## config.mk

```make
export PLATFORM = sky130hd
export DESIGN_NAME = xadc_sample_sequencer
export DESIGN_NICKNAME = d
export VERILOG_FILES = /design/src/rtl/xadc_sample_sequencer.sv
export SDC_FILE = /design/constraint.sdc
export NUM_CORES = 1
export LEC_CHECK = 0
export ABC_CLOCK_PERIOD_IN_PS = 1600
export CORE_ASPECT_RATIO = 2
export CORE_MARGIN = 2
export CORE_UTILIZATION = 42
export DETAILED_ROUTE_END_ITERATION = 16
export PLACE_DENSITY = 0.85
export SYNTH_ARGS = -nofsm -noshare
export SYNTH_HDL_FRONTEND = slang
export SYNTH_SLANG_ARGS = --single-unit
```

## constraint.sdc

```tcl
create_clock -name clk -period 1.6 [get_ports clk]
set_input_delay 0.32 -clock clk [delete_from_list [all_inputs] [get_ports clk]]
set_output_delay 0.32 -clock clk [all_outputs]
set_load 0.1 [all_outputs]
```

## src/rtl/xadc_sample_sequencer.sv

```systemverilog
// XADC sample sequencer: programmable convst generator, DRP read handshake
// with timeout, conversion to left-justified signed samples tagged with a
// logical channel, offset-binary PMOD output and sticky protocol error flags.
module xadc_sample_sequencer #(
    parameter int CLK_DIV = 1000,
    parameter int NUM_CH  = 2,
    parameter int CH_BASE = 22,
    parameter int OUT_W   = 8,
    parameter int TIMEOUT = 63
) (
    input  logic             clk,
    input  logic             reset_n,
    input  logic             enable,
    input  logic             bipolar,
    input  logic [1:0]       pmod_ch,
    input  logic             clear_err,
    output logic             convst,
    input  logic             eoc_in,
    input  logic [4:0]       channel_in,
    output logic [6:0]       daddr,
    output logic             den,
    input  logic             drdy_in,
    input  logic [15:0]      do_in,
    output logic [15:0]      sample_data,
    output logic [1:0]       sample_ch,
    output logic             sample_valid,
    output logic [OUT_W-1:0] pmod_out,
    output logic             overrun_err,
    output logic             timeout_err,
    output logic             chan_err
);

    localparam int CNT_W = (CLK_DIV > 1) ? $clog2(CLK_DIV) : 1;
    localparam int TMR_W = $clog2(TIMEOUT + 1);
    localparam logic [CNT_W-1:0] DIV_LAST = CNT_W'(CLK_DIV - 1);
    // The timer starts at 0 in the first WAIT_DRDY cycle, which is already
    // one cycle after den, so the last allowed wait cycle is TIMEOUT-2.
    localparam logic [TMR_W-1:0] TMR_LAST = TMR_W'(TIMEOUT - 2);
    localparam logic [4:0] BASE = 5'(CH_BASE);
    localparam logic [5:0] LIMIT = 6'(CH_BASE + NUM_CH);

    typedef enum logic [1:0] {
        IDLE,
        READ,
        WAIT_DRDY
    } state_t;

    state_t           state;
    logic [CNT_W-1:0] div_count;
    logic [TMR_W-1:0] timer;
    logic [4:0]       latched_ch;

    logic [1:0]       rel_ch;
    logic             ch_valid;
    logic [11:0]      raw;
    logic [11:0]      conv;
    logic [11:0]      offset_res;
    logic [OUT_W-1:0] pmod_next;
    logic             unused_low;

    logic             ovr_hit;
    logic             tmo_hit;
    logic             chn_hit;

    assign rel_ch   = 2'(latched_ch - BASE);
    assign ch_valid = (latched_ch >= BASE) && ({1'b0, latched_ch} < LIMIT);

    // Unipolar results are re-centred by flipping the MSB (subtract 0x800).
    assign raw        = do_in[15:4];
    assign conv       = bipolar ? raw : {~raw[11], raw[10:0]};
    assign offset_res = {~conv[11], conv[10:0]};
    assign pmod_next  = OUT_W'({offset_res, 4'b0000} >> (16 - OUT_W));
    assign unused_low = ^do_in[3:0];

    assign ovr_hit = eoc_in && (state != IDLE);
    assign tmo_hit = (state == WAIT_DRDY) && !drdy_in && (timer == TMR_LAST);
    assign chn_hit = (state == WAIT_DRDY) && drdy_in && !ch_valid;

    // Conversion-start divider: one-cycle convst each CLK_DIV enabled cycles.
    always_ff @(posedge clk or negedge reset_n) begin
        if (!reset_n) begin
            div_count <= '0;
            convst    <= 1'b0;
        end else if (!enable) begin
            div_count <= '0;
            convst    <= 1'b0;
        end else if (div_count == DIV_LAST) begin
            div_count <= '0;
            convst    <= 1'b1;
        end else begin
            div_count <= div_count + CNT_W'(1);
            convst    <= 1'b0;
        end
    end

    // Read sequencer: eoc -> DRP read -> wait for drdy or timeout -> sample.
    always_ff @(posedge clk or negedge reset_n) begin
        if (!reset_n) begin
            state        <= IDLE;
            timer        <= '0;
            latched_ch   <= '0;
            den          <= 1'b0;
            daddr        <= '0;
            sample_data  <= '0;
            sample_ch    <= '0;
            sample_valid <= 1'b0;
            pmod_out     <= '0;
        end else begin
            den          <= 1'b0;
            sample_valid <= 1'b0;
            case (state)
                IDLE: begin
                    if (eoc_in) begin
                        latched_ch <= channel_in;
                        daddr      <= {2'b00, channel_in};
                        den        <= 1'b1;
                        state      <= READ;
                    end
                end
                READ: begin
                    timer <= '0;
                    state <= WAIT_DRDY;
                end
                WAIT_DRDY: begin
                    if (drdy_in) begin
                        state <= IDLE;
                        if (ch_valid) begin
                            sample_valid <= 1'b1;
                            sample_data  <= {conv, 4'b0000};
                            sample_ch    <= rel_ch;
                            if (rel_ch == pmod_ch) begin
                                pmod_out <= pmod_next;
                            end
                        end
                    end else if (timer == TMR_LAST) begin
                        state <= IDLE;
                    end else begin
                        timer <= timer + TMR_W'(1);
                    end
                end
                default: state <= IDLE;
            endcase
        end
    end

    // Sticky error flags; a new error in the clearing cycle keeps its flag set.
    always_ff @(posedge clk or negedge reset_n) begin
        if (!reset_n) begin
            overrun_err <= 1'b0;
            timeout_err <= 1'b0;
            chan_err    <= 1'b0;
        end else begin
            overrun_err <= ovr_hit | (overrun_err & ~clear_err);
            timeout_err <= tmo_hit | (timeout_err & ~clear_err);
            chan_err    <= chn_hit | (chan_err & ~clear_err);
        end
    end

endmodule

```

==> flow_summary_export.csv <==
group,metric,value,unit
detailed_routing,vias,1739,
setup_path,cp_num_buf_inv,0,
timing,timing.fmax,586,MHz
power_and_ir_drop,p_per_area,1970,nW/µm²
synthesis,async_flop_share,1.00,
timing,finalHoldViolations,0,
cts,h-tree-depth,2,
synthesis,syn_inst,187,
detailed_routing,drc,0,
setup_path,worstSetupPathType,"reg2reg",
synthesis,synth.top_cells.by_count,"dfrtp_1, mux2_2, nor2_1",
placement,hpwl,3.93,mm
layout,stdcell_area,3600,µm²
cts,clock_sinks,51,
power_and_ir_drop,power.switching,3.40,mW
floorplan,die_h,108,µm
timing,setup_ws,-0.105,ns
cts,cts_inserted_buffers,5,
placement,gp_congestion,0.816,
placement,dp_cells,318,
floorplan,rows,38,
layout,drive_above_1_share,0.361,
synthesis,yosys.stat.seqShare,0.560,
job,max_cap_viol_count,0,
setup_path,crit_slowest_cell,"dfrtp_4",
setup_path,rr_endpoint,"pmod_out[7]",
synthesis,post_synth_main_area_contributors,"dfrtp_1, mux2_2, mux2_1",
synthesis,simple_gate_share,0.139,
timing,holdWs,0.516,ns
setup_path,rr_startpoint,"latched_ch[3]",
power_and_ir_drop,totalPowerFinal,7.10,mW
synthesis,top_area_frac,0.560,
timing,timing.final.max_slew_violations,0,
cts,cts_tree,"built",
synthesis,ys_ff,51,
power_and_ir_drop,powerComb,4.23,mW
grt,grt_pass1_vias,1859,
layout,instances_no_fill,329,
timing,fin_skew,0.0145,ns
detailed_routing,wirelength,5.32,mm
grt,grt_max_degree,52,
timing,min_period,1.71,ns
outcome,status,"finished, violations left",
timing,post-route-period-util,1.07,
synthesis,ys_area,2280,µm²
synthesis,synth_area,2280,µm²
layout,synthToLayoutAreaGrowth,57.8,%
synthesis,ys_warn_count,0,
floorplan,chip_area,6070,µm²
placement,dpl_cell_area,3400,µm²
setup_path,worstPathRequired,1.79,ns
cts,path_clk_slew,0.09,ns
worst_hold_path,min_from,"timer[3]",
synthesis,adder_share,0.0165,
power_and_ir_drop,pg_seq,1.98,mW
layout,largest-register,"sample_data",
floorplan,fp_util,0.428,
synthesis,ys_types,40,
grt,grt_usage,0.190,
detailed_routing,routedWlPerCell,16.2,µm
power_and_ir_drop,power.group.top,"combinational cells",
timing,final.setup.tns,-1.25,ns
worst_hold_path,hold-path-cell-count,1,
grt,grt_pass1_wl,8.98,mm
synthesis,ys_cells,187,
synthesis,ys.flop_type,"dfrtp_1",
setup_path,cp_max_fo,8,
timing,finalSetupViolCount,21,
grt,antenna_found_initial,0,
power_and_ir_drop,p_clk_frac,0.126,
synthesis,synth.area.mux_share,0.128,
synthesis,synth_top_cell_by_area,"dfrtp_1",
setup_path,crit_family,"simple AND/OR/NAND/NOR gates",
layout,finalNetCount,301,
floorplan,io_pins,69,
layout,diodes,0,
floorplan,die_w,56.1,µm
detailed_routing,drtIter0Drc,30,
synthesis,xor_share,0.0307,
setup_path,reg2reg_depth,4,
power_and_ir_drop,swShare,0.478,
power_and_ir_drop,comb_power_share,0.596,
cts,clock_latency,0.31,ns
setup_path,crit_cells,4,
setup_path,r2r_slack,-0.11,ns
grt,gr-total-overflow,0,
synthesis,yosys.cell_count.top_type,"dfrtp_1",
cts,clockBufferDepth,2,
power_and_ir_drop,p_seq_frac,0.278,
setup_path,crit_end,"pmod_out[7]",
setup_path,max_stage_delay,0.48,ns
setup_path,cp-end-kind,"register",
synthesis,ys_top_logic_family,"simple AND/OR/NAND/NOR gates",
synthesis,edf_count,0,
detailed_routing,drt-pass1-iter-count,4,
detailed_routing,postRouteAntennaNets,0,
outcome,violations,"negative setup slack",
timing,rsz0062_at_grt,"yes",
worst_hold_path,min_path_type,"reg2reg",
cts,root_buffer,"clkbuf_8",
worst_hold_path,min_to,"timer[3]",
setup_path,path_cells,"and4b_1, nor3b_4, and3_4, mux2_1",
detailed_routing,drt-vias-per-instance,5.29,
placement,place_ws,-0.307,ns
power_and_ir_drop,ir_drop,2050,µV
layout,post-route-util,0.676,
power_and_ir_drop,intPower,3.71,mW
setup_path,cp.arrival,1.90,ns
floorplan,fp.coreArea,5330,µm²
setup_path,crit_path_start,"latched_ch[3]",
[metal layers]
| layer | global-route usage | wire, µm | vias to the layer above |
|---|---|---|---|
| met3 | 0.0359 | 277 | 6 |
| met1 | 0.223 | 2060 | 861 |
| met4 | 0.0663 | 82 | 0 |
| met2 | 0.341 | 2910 | 64 |
| met5 | 0 | 0 | - |
| li1 | - | - | 808 |
[repair_timing]
item | 4_1_cts | 5_1_grt
pin swaps | 1 | 4
endpoints found under the setup margin | 23 | 32
gates resized | 6 | 11
endpoints found under the hold margin | 16 | 0
hold buffers | 1 | 0
buffers inserted | 2 | 1
[area by class of cell]
cell class,count,area [µm²]
multi-input cells,121,991
fillers,400,1730
clock inverters,3,43.8
inverters,8,30.0
clock buffers,5,68.8
repair buffers,81,1100
flip-flops and latches,51,1290
well taps,60,75.1
**Wiring by layer**

The bar under the picture is 20 µm long. Two of the layers only.
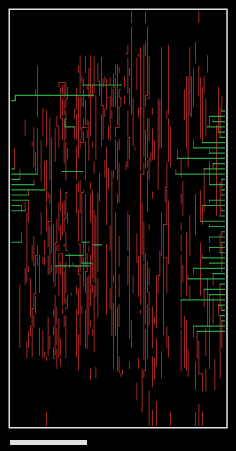
legend:
  green:
    layer: M3
    wire_length: 278 µm
  red:
    layer: M2
    wire_length: 2,910 µm

**Local utilization**

6 x 11 tiles, from black (low) to pale yellow (high), 0 to 100% covered.
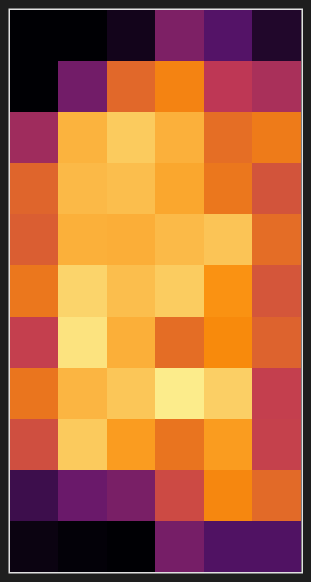
tiles over 75% full: 35%
mean over tiles: 58%
fullest tile: 96%
nearly empty tiles: 7.6%
densest ninth of the die: middle
emptiest ninth of the die: top left

Power figures rest on the tool's default switching activity, not on a simulated workload.
